File: src/rtl/spi_oled_pkg.sv
// rtl/spi_oled_pkg.sv - shared types and constants for the OLED SPI burst transmitter
package spi_oled_pkg;

    typedef enum logic [1:0] {
        ST_IDLE   = 2'd0,
        ST_SHIFT  = 2'd1,
        ST_GAP    = 2'd2,
        ST_FINISH = 2'd3
    } state_e;

    localparam logic OLED_DC_CMD  = 1'b0;
    localparam logic OLED_DC_DATA = 1'b1;

    // Width of an index/counter covering 0..n-1, never narrower than one bit
    function automatic int idx_width(input int n);
        return (n > 1) ? $clog2(n) : 1;
    endfunction

endpackage

File: src/rtl/spi_oled_burst_tx_if.sv
// rtl/spi_oled_burst_tx_if.sv - request/handshake bundle between sequencer and burst transmitter
interface spi_oled_burst_tx_if
    import spi_oled_pkg::*;
#(
    parameter int WIDTH = 8,
    parameter int N     = 8
);
    logic [N*WIDTH-1:0]        i_DATA;
    logic [N-1:0]              i_DC;
    logic [$clog2(N+1)-1:0]    i_N_transmit;
    logic                      i_CS_HOLD;
    logic                      i_START;
    logic                      o_BUSY;
    logic                      o_BYTE_DONE;
    logic [idx_width(N)-1:0]   o_BYTE_IDX;
    logic                      o_DONE;

    modport master (
        output i_DATA, i_DC, i_N_transmit, i_CS_HOLD, i_START,
        input  o_BUSY, o_BYTE_DONE, o_BYTE_IDX, o_DONE
    );

    modport slave (
        input  i_DATA, i_DC, i_N_transmit, i_CS_HOLD, i_START,
        output o_BUSY, o_BYTE_DONE, o_BYTE_IDX, o_DONE
    );
endinterface

File: src/rtl/spi_sclk_gen.sv
// rtl/spi_sclk_gen.sv - SCLK divider with leading/trailing edge strobes, idles at CPOL
module spi_sclk_gen
    import spi_oled_pkg::*;
#(
    parameter int CLK_DIV = 2,
    parameter bit CPOL    = 1'b0
) (
    input  logic i_SCK,
    input  logic i_RST,
    input  logic i_EN,
    output logic o_SCLK,
    output logic o_LEAD,
    output logic o_TRAIL
);
    localparam int CW = idx_width(CLK_DIV);
    localparam logic [CW-1:0] DIV_LAST = CW'(CLK_DIV - 1);

    logic [CW-1:0] cnt_q, cnt_d;
    logic          phase_q, phase_d;
    logic          sclk_q, sclk_d;
    logic          tick;

    // The register edge that ends a half-period is where SCLK toggles
    assign tick    = i_EN && (cnt_q == DIV_LAST);
    assign o_SCLK  = sclk_q;
    assign o_LEAD  = tick && !phase_q;
    assign o_TRAIL = tick && phase_q;

    // Divider next state: restart from idle whenever disabled
    always_comb begin
        cnt_d   = cnt_q;
        phase_d = phase_q;
        sclk_d  = sclk_q;
        if (!i_EN) begin
            cnt_d   = '0;
            phase_d = 1'b0;
            sclk_d  = CPOL;
        end else if (tick) begin
            cnt_d   = '0;
            phase_d = ~phase_q;
            sclk_d  = ~sclk_q;
        end else begin
            cnt_d = cnt_q + 1'b1;
        end
    end

    // Divider registers
    always_ff @(posedge i_SCK) begin
        if (i_RST) begin
            cnt_q   <= '0;
            phase_q <= 1'b0;
            sclk_q  <= CPOL;
        end else begin
            cnt_q   <= cnt_d;
            phase_q <= phase_d;
            sclk_q  <= sclk_d;
        end
    end
endmodule

File: src/rtl/spi_oled_burst_tx.sv
// rtl/spi_oled_burst_tx.sv - N-word SPI MOSI burst transmitter with per-word D/C and CS framing
module spi_oled_burst_tx
    import spi_oled_pkg::*;
#(
    parameter int WIDTH     = 8,
    parameter int N         = 8,
    parameter int CLK_DIV   = 2,
    parameter bit CPOL      = 1'b0,
    parameter bit LSB_FIRST = 1'b0,
    parameter int CS_GAP    = 2
) (
    input  logic                i_SCK,
    input  logic                i_RST,
    spi_oled_burst_tx_if.slave  bus,
    output logic                o_SCLK,
    output logic                o_MOSI,
    output logic                o_CS,
    output logic                o_DC
);
    localparam int CNTW = $clog2(N + 1);
    localparam int IW   = idx_width(N);
    localparam int BW   = idx_width(WIDTH);
    localparam int GW   = idx_width(CS_GAP);
    localparam logic [BW-1:0] BIT_LAST = BW'(WIDTH - 1);
    localparam logic [GW-1:0] GAP_LAST = GW'(CS_GAP - 1);

    state_e               state_q, state_d;
    logic [N*WIDTH-1:0]   data_q, data_d;
    logic [N-1:0]         dcs_q, dcs_d;
    logic                 hold_q, hold_d;
    logic [CNTW-1:0]      left_q, left_d;
    logic [IW-1:0]        idx_q, idx_d;
    logic [WIDTH-1:0]     sh_q, sh_d;
    logic [BW-1:0]        bit_q, bit_d;
    logic [GW-1:0]        gap_q, gap_d;
    logic                 mosi_q, mosi_d;
    logic                 cs_q, cs_d;
    logic                 dc_q, dc_d;
    logic                 busy_q, busy_d;
    logic                 bdone_q, bdone_d;
    logic                 done_q, done_d;

    logic [CNTW-1:0]      count;
    logic [IW-1:0]        nidx;
    logic [WIDTH-1:0]     next_word;
    logic [WIDTH-1:0]     shifted;
    logic                 load_next;
    logic                 sclk_trail;
    logic                 sclk_lead_unused;

    function automatic logic first_bit(input logic [WIDTH-1:0] w);
        return LSB_FIRST ? w[0] : w[WIDTH-1];
    endfunction

    spi_sclk_gen #(
        .CLK_DIV (CLK_DIV),
        .CPOL    (CPOL)
    ) u_sclk (
        .i_SCK   (i_SCK),
        .i_RST   (i_RST),
        .i_EN    (state_q == ST_SHIFT),
        .o_SCLK  (o_SCLK),
        .o_LEAD  (sclk_lead_unused),
        .o_TRAIL (sclk_trail)
    );

    assign count     = (bus.i_N_transmit > CNTW'(N)) ? CNTW'(N) : bus.i_N_transmit;
    assign nidx      = idx_q + 1'b1;
    assign next_word = data_q[int'(nidx)*WIDTH +: WIDTH];
    assign shifted   = LSB_FIRST ? (sh_q >> 1) : (sh_q << 1);

    // Frame/shift FSM: next state and next registered outputs
    always_comb begin
        state_d   = state_q;
        data_d    = data_q;
        dcs_d     = dcs_q;
        hold_d    = hold_q;
        left_d    = left_q;
        idx_d     = idx_q;
        sh_d      = sh_q;
        bit_d     = bit_q;
        gap_d     = gap_q;
        mosi_d    = mosi_q;
        cs_d      = cs_q;
        dc_d      = dc_q;
        busy_d    = busy_q;
        bdone_d   = 1'b0;
        done_d    = 1'b0;
        load_next = 1'b0;

        case (state_q)
            ST_IDLE: begin
                idx_d = '0;
                if (bus.i_START) begin
                    data_d = bus.i_DATA;
                    dcs_d  = bus.i_DC;
                    hold_d = bus.i_CS_HOLD;
                    if (count == '0) begin
                        // Empty burst: report completion without touching CS
                        state_d = ST_FINISH;
                        done_d  = 1'b1;
                    end else begin
                        state_d = ST_SHIFT;
                        left_d  = count - 1'b1;
                        sh_d    = bus.i_DATA[WIDTH-1:0];
                        mosi_d  = first_bit(bus.i_DATA[WIDTH-1:0]);
                        dc_d    = bus.i_DC[0];
                        bit_d   = '0;
                        cs_d    = 1'b0;
                        busy_d  = 1'b1;
                    end
                end
            end
            ST_SHIFT: begin
                if (sclk_trail) begin
                    if (bit_q == BIT_LAST) begin
                        bdone_d = 1'b1;
                        if (left_q == '0) begin
                            state_d = ST_FINISH;
                            cs_d    = 1'b1;
                            busy_d  = 1'b0;
                            done_d  = 1'b1;
                        end else if (hold_q) begin
                            load_next = 1'b1;
                        end else begin
                            state_d = ST_GAP;
                            cs_d    = 1'b1;
                            gap_d   = '0;
                        end
                    end else begin
                        // Advance MOSI only on trailing edges so it is stable at the sampling edge
                        bit_d  = bit_q + 1'b1;
                        sh_d   = shifted;
                        mosi_d = first_bit(shifted);
                    end
                end
            end
            ST_GAP: begin
                if (gap_q == GAP_LAST) begin
                    state_d   = ST_SHIFT;
                    cs_d      = 1'b0;
                    load_next = 1'b1;
                end else begin
                    gap_d = gap_q + 1'b1;
                end
            end
            ST_FINISH: begin
                state_d = ST_IDLE;
                idx_d   = '0;
            end
            default: state_d = ST_IDLE;
        endcase

        // Present the following word; D/C changes only here, with SCLK at idle
        if (load_next) begin
            idx_d  = nidx;
            sh_d   = next_word;
            mosi_d = first_bit(next_word);
            dc_d   = dcs_q[nidx];
            bit_d  = '0;
            left_d = left_q - 1'b1;
        end
    end

    // State and datapath registers
    always_ff @(posedge i_SCK) begin
        if (i_RST) begin
            state_q <= ST_IDLE;
            data_q  <= '0;
            dcs_q   <= '0;
            hold_q  <= 1'b0;
            left_q  <= '0;
            idx_q   <= '0;
            sh_q    <= '0;
            bit_q   <= '0;
            gap_q   <= '0;
            mosi_q  <= 1'b0;
            cs_q    <= 1'b1;
            dc_q    <= OLED_DC_CMD;
            busy_q  <= 1'b0;
            bdone_q <= 1'b0;
            done_q  <= 1'b0;
        end else begin
            state_q <= state_d;
            data_q  <= data_d;
            dcs_q   <= dcs_d;
            hold_q  <= hold_d;
            left_q  <= left_d;
            idx_q   <= idx_d;
            sh_q    <= sh_d;
            bit_q   <= bit_d;
            gap_q   <= gap_d;
            mosi_q  <= mosi_d;
            cs_q    <= cs_d;
            dc_q    <= dc_d;
            busy_q  <= busy_d;
            bdone_q <= bdone_d;
            done_q  <= done_d;
        end
    end

    assign o_MOSI          = mosi_q;
    assign o_CS            = cs_q;
    assign o_DC            = dc_q;
    assign bus.o_BUSY      = busy_q;
    assign bus.o_BYTE_DONE = bdone_q;
    assign bus.o_BYTE_IDX  = idx_q;
    assign bus.o_DONE      = done_q;
endmodule

File: src/flat_wrapper.sv
// flat-port wrapper written by rule: the top's interface ports become plain ports
module spi_oled_burst_tx_flat import spi_oled_pkg::*;
#(
    parameter int WIDTH     = 8,
    parameter int N         = 8,
    parameter int CLK_DIV   = 2,
    parameter bit CPOL      = 1'b0,
    parameter bit LSB_FIRST = 1'b0,
    parameter int CS_GAP    = 2
)
  (i_SCK, i_RST, o_SCLK, o_MOSI, o_CS, o_DC, bus_i_DATA, bus_i_DC, bus_i_N_transmit, bus_i_CS_HOLD, bus_i_START, bus_o_BUSY, bus_o_BYTE_DONE, bus_o_BYTE_IDX, bus_o_DONE);
  spi_oled_burst_tx_if #(.WIDTH(WIDTH), .N(N)) bus_i ();
  input  logic i_SCK;
  input  logic i_RST;
  output logic o_SCLK;
  output logic o_MOSI;
  output logic o_CS;
  output logic o_DC;
  input wire logic [$bits(bus_i.i_DATA)-1:0] bus_i_DATA;
  input wire logic [$bits(bus_i.i_DC)-1:0] bus_i_DC;
  input wire logic [$bits(bus_i.i_N_transmit)-1:0] bus_i_N_transmit;
  input wire logic [$bits(bus_i.i_CS_HOLD)-1:0] bus_i_CS_HOLD;
  input wire logic [$bits(bus_i.i_START)-1:0] bus_i_START;
  output wire logic [$bits(bus_i.o_BUSY)-1:0] bus_o_BUSY;
  output wire logic [$bits(bus_i.o_BYTE_DONE)-1:0] bus_o_BYTE_DONE;
  output wire logic [$bits(bus_i.o_BYTE_IDX)-1:0] bus_o_BYTE_IDX;
  output wire logic [$bits(bus_i.o_DONE)-1:0] bus_o_DONE;
  assign bus_i.i_DATA = bus_i_DATA;
  assign bus_i.i_DC = bus_i_DC;
  assign bus_i.i_N_transmit = bus_i_N_transmit;
  assign bus_i.i_CS_HOLD = bus_i_CS_HOLD;
  assign bus_i.i_START = bus_i_START;
  assign bus_o_BUSY = bus_i.o_BUSY;
  assign bus_o_BYTE_DONE = bus_i.o_BYTE_DONE;
  assign bus_o_BYTE_IDX = bus_i.o_BYTE_IDX;
  assign bus_o_DONE = bus_i.o_DONE;
  spi_oled_burst_tx #(.WIDTH(WIDTH), .N(N), .CLK_DIV(CLK_DIV), .CPOL(CPOL), .LSB_FIRST(LSB_FIRST), .CS_GAP(CS_GAP)) u_core (.i_SCK(i_SCK), .i_RST(i_RST), .bus(bus_i), .o_SCLK(o_SCLK), .o_MOSI(o_MOSI), .o_CS(o_CS), .o_DC(o_DC));
endmodule
File: config.mk
export PLATFORM = sky130hd
export DESIGN_NAME = spi_oled_burst_tx_flat
export DESIGN_NICKNAME = d
export VERILOG_FILES = /design/src/rtl/spi_oled_pkg.sv /design/src/rtl/spi_oled_burst_tx_if.sv /design/src/rtl/spi_sclk_gen.sv /design/src/rtl/spi_oled_burst_tx.sv /design/src/flat_wrapper.sv
export SDC_FILE = /design/constraint.sdc
export NUM_CORES = 1
export LEC_CHECK = 0
export ABC_AREA = 0
export CORE_MARGIN = 5
export CORE_UTILIZATION = 45
export DETAILED_ROUTE_END_ITERATION = 8
export GPL_ROUTABILITY_DRIVEN = 0
export GPL_TIMING_DRIVEN = 0
export PLACE_DENSITY = 0.71
export SYNTH_ARGS = -nofsm -noshare
export SYNTH_HDL_FRONTEND = slang
export SYNTH_SLANG_ARGS = --single-unit
File: constraint.sdc
create_clock -name i_SCK -period 2.7 [get_ports i_SCK]
set_clock_uncertainty 0.15 [all_clocks]
set_input_delay 0.675 -clock i_SCK [delete_from_list [all_inputs] [get_ports i_SCK]]
set_output_delay 0.675 -clock i_SCK [all_outputs]
set_load 0.005 [all_outputs]
==> images/m3.png <==
Bar = 20 um.
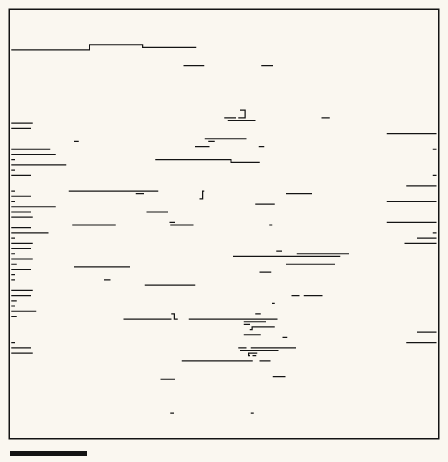
wire length on this layer	607 um
main direction	horizontal
nets with wire on the layer	84
longest straight run	27.6 um
share of all routed wire	4.9%
Routed WL: 12400 um
via count: 4159

==> images/class_map.png <==
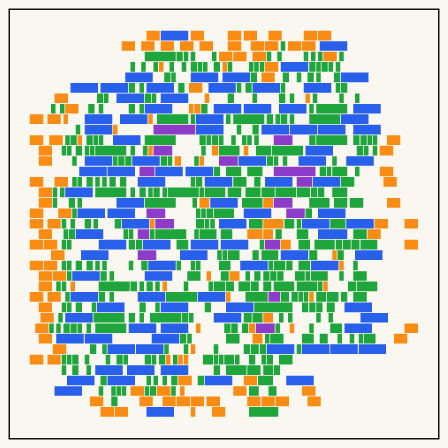
colour	class	cells
blue	registers	102
green	remaining logic cells	388
orange	remaining buffers and delay cells	130
purple	clock drivers and dummy loads	16

==> images/ff_map.png <==
Bar = 20 um. Other sequential cells in the stronger grey, the rest of the logic in the fainter grey.
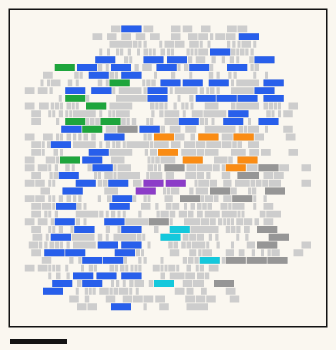
colour	name in the netlist	sequential cells
cyan	u_core.left_q	4
blue	u_core.data_q	64
purple	u_core.bus.o_BYTE_IDX	3
green	u_core.dcs_q	8
orange	u_core.sh_q	7
not coloured	16

==> impl_metrics.env <==
# source this file to load flow results
export IMPL_reg_top3="u_core.data_q x64, u_core.dcs_q x8, u_core.sh_q x7"
export IMPL_setup_tns_ns=0
export IMPL_clockBufferDepth=2
export IMPL_critPathMaxFanout=10
export IMPL_dpl_cell_area_um2=5680
export IMPL_largestClassByArea="logic gates"
export IMPL_n_antenna_cell=0
export IMPL_syn_area_um2=4620
export IMPL_layout_setup_ws_ns=0.135
export IMPL_power_combinational_mw=1.62
export IMPL_worstPathRequired_ns=2.77
export IMPL_postCtsHoldBufs=0
export IMPL_outcome="finished clean"
export IMPL_crit_chain="ha_1, ha_2, and4_1, a41oi_4, buf_8, mux2i_1, ha_2, nor3_1, a22oi_1, a21oi_1"
export IMPL_dp_hpwl_um=9420
export IMPL_insertion_delay_ns=0.37
export IMPL_fin_crit_sh=0.950
export IMPL_crit_arrival_ns=2.63
export IMPL_r2r_end="u_core.left_q[2]"
export IMPL_aoi_share=0.162
export IMPL_clock_power_mw=1.13
export IMPL_synthArstFlopShare=0
export IMPL_mi_logic_area_um2=2420
export IMPL_synthCells=528
export IMPL_port_buffers=88
export IMPL_ff_latch_area_um2=2040
export IMPL_drtIter0Drc=163
export IMPL_drv_slew=0
export IMPL_crit_start="u_core.bit_q[0]"
export IMPL_busiest_layer="met2"
export IMPL_finalHoldViolations=0
export IMPL_relSlewSlack=0.453
export IMPL_overflow=0
export IMPL_muxShareOfSynthArea=0.135
export IMPL_buffers=130
export IMPL_top_area_frac=0.442
export IMPL_period_needed_ns=2.56
export IMPL_cts_buffers=9
export IMPL_synth_area_top_cells="dfxtp_1 (44%), nand2_1 (14%), a21oi_1 (9.3%)"
export IMPL_ys_area_um2=4620
export IMPL_die_area_um2=12400
export IMPL_min_to="u_core.data_q[37]"
export IMPL_bufAreaShareNonClock=0.182
export IMPL_cpMostUsedCell="ha_2"
export IMPL_grt_max_degree=20
export IMPL_grtUsageTotal=0.198
export IMPL_drc=0
export IMPL_critPathBufInv=1
export IMPL_avgSynthCellArea_um2=8.76
export IMPL_flops=102
export IMPL_internal_power_mw=3.05
export IMPL_lay_top_count="nand2_1"
export IMPL_switchingPower_mw=1.65
export IMPL_most_common_cell="nand2_1"
export IMPL_grt_pass1_vias=4158
export IMPL_rows=37
export IMPL_dp_cells=752
export IMPL_yosysTopAreaCell="dfxtp_1"
export IMPL_r2r_worst_path_cells=10
export IMPL_leakage_nw=2.18
export IMPL_core_um2=10200
export IMPL_drv_cap=0
export IMPL_start_kind="flop"
export IMPL_cts_tree="done"
export IMPL_fin_cells=772
export IMPL_grt_use_met2=0.340
export IMPL_cts_sinks=102
export IMPL_setup_viol=0
export IMPL_ys_cells=528
export IMPL_synth_simple_area_share=0.193
export IMPL_combPwrFrac=0.344
export IMPL_critPathMaxStageDelay_ns=0.34
export IMPL_hold_path_class="reg -> reg"
export IMPL_edf_count=0
export IMPL_logic_family="simple AND/OR/NAND/NOR gates"
export IMPL_area_growth_syn_to_layout_pct=29.2
export IMPL_n_all_inverters=3
export IMPL_postSynthSeqShare=0.442
export IMPL_ant_nets=0
export IMPL_drive_gt1_frac=0.112
export IMPL_critPathCaptureType="flop"
export IMPL_n_tap_cell=136
export IMPL_top_register="u_core.data_q"
export IMPL_ff_type="dfxtp_1"
export IMPL_worstMarginPinSlew_ns=0.815
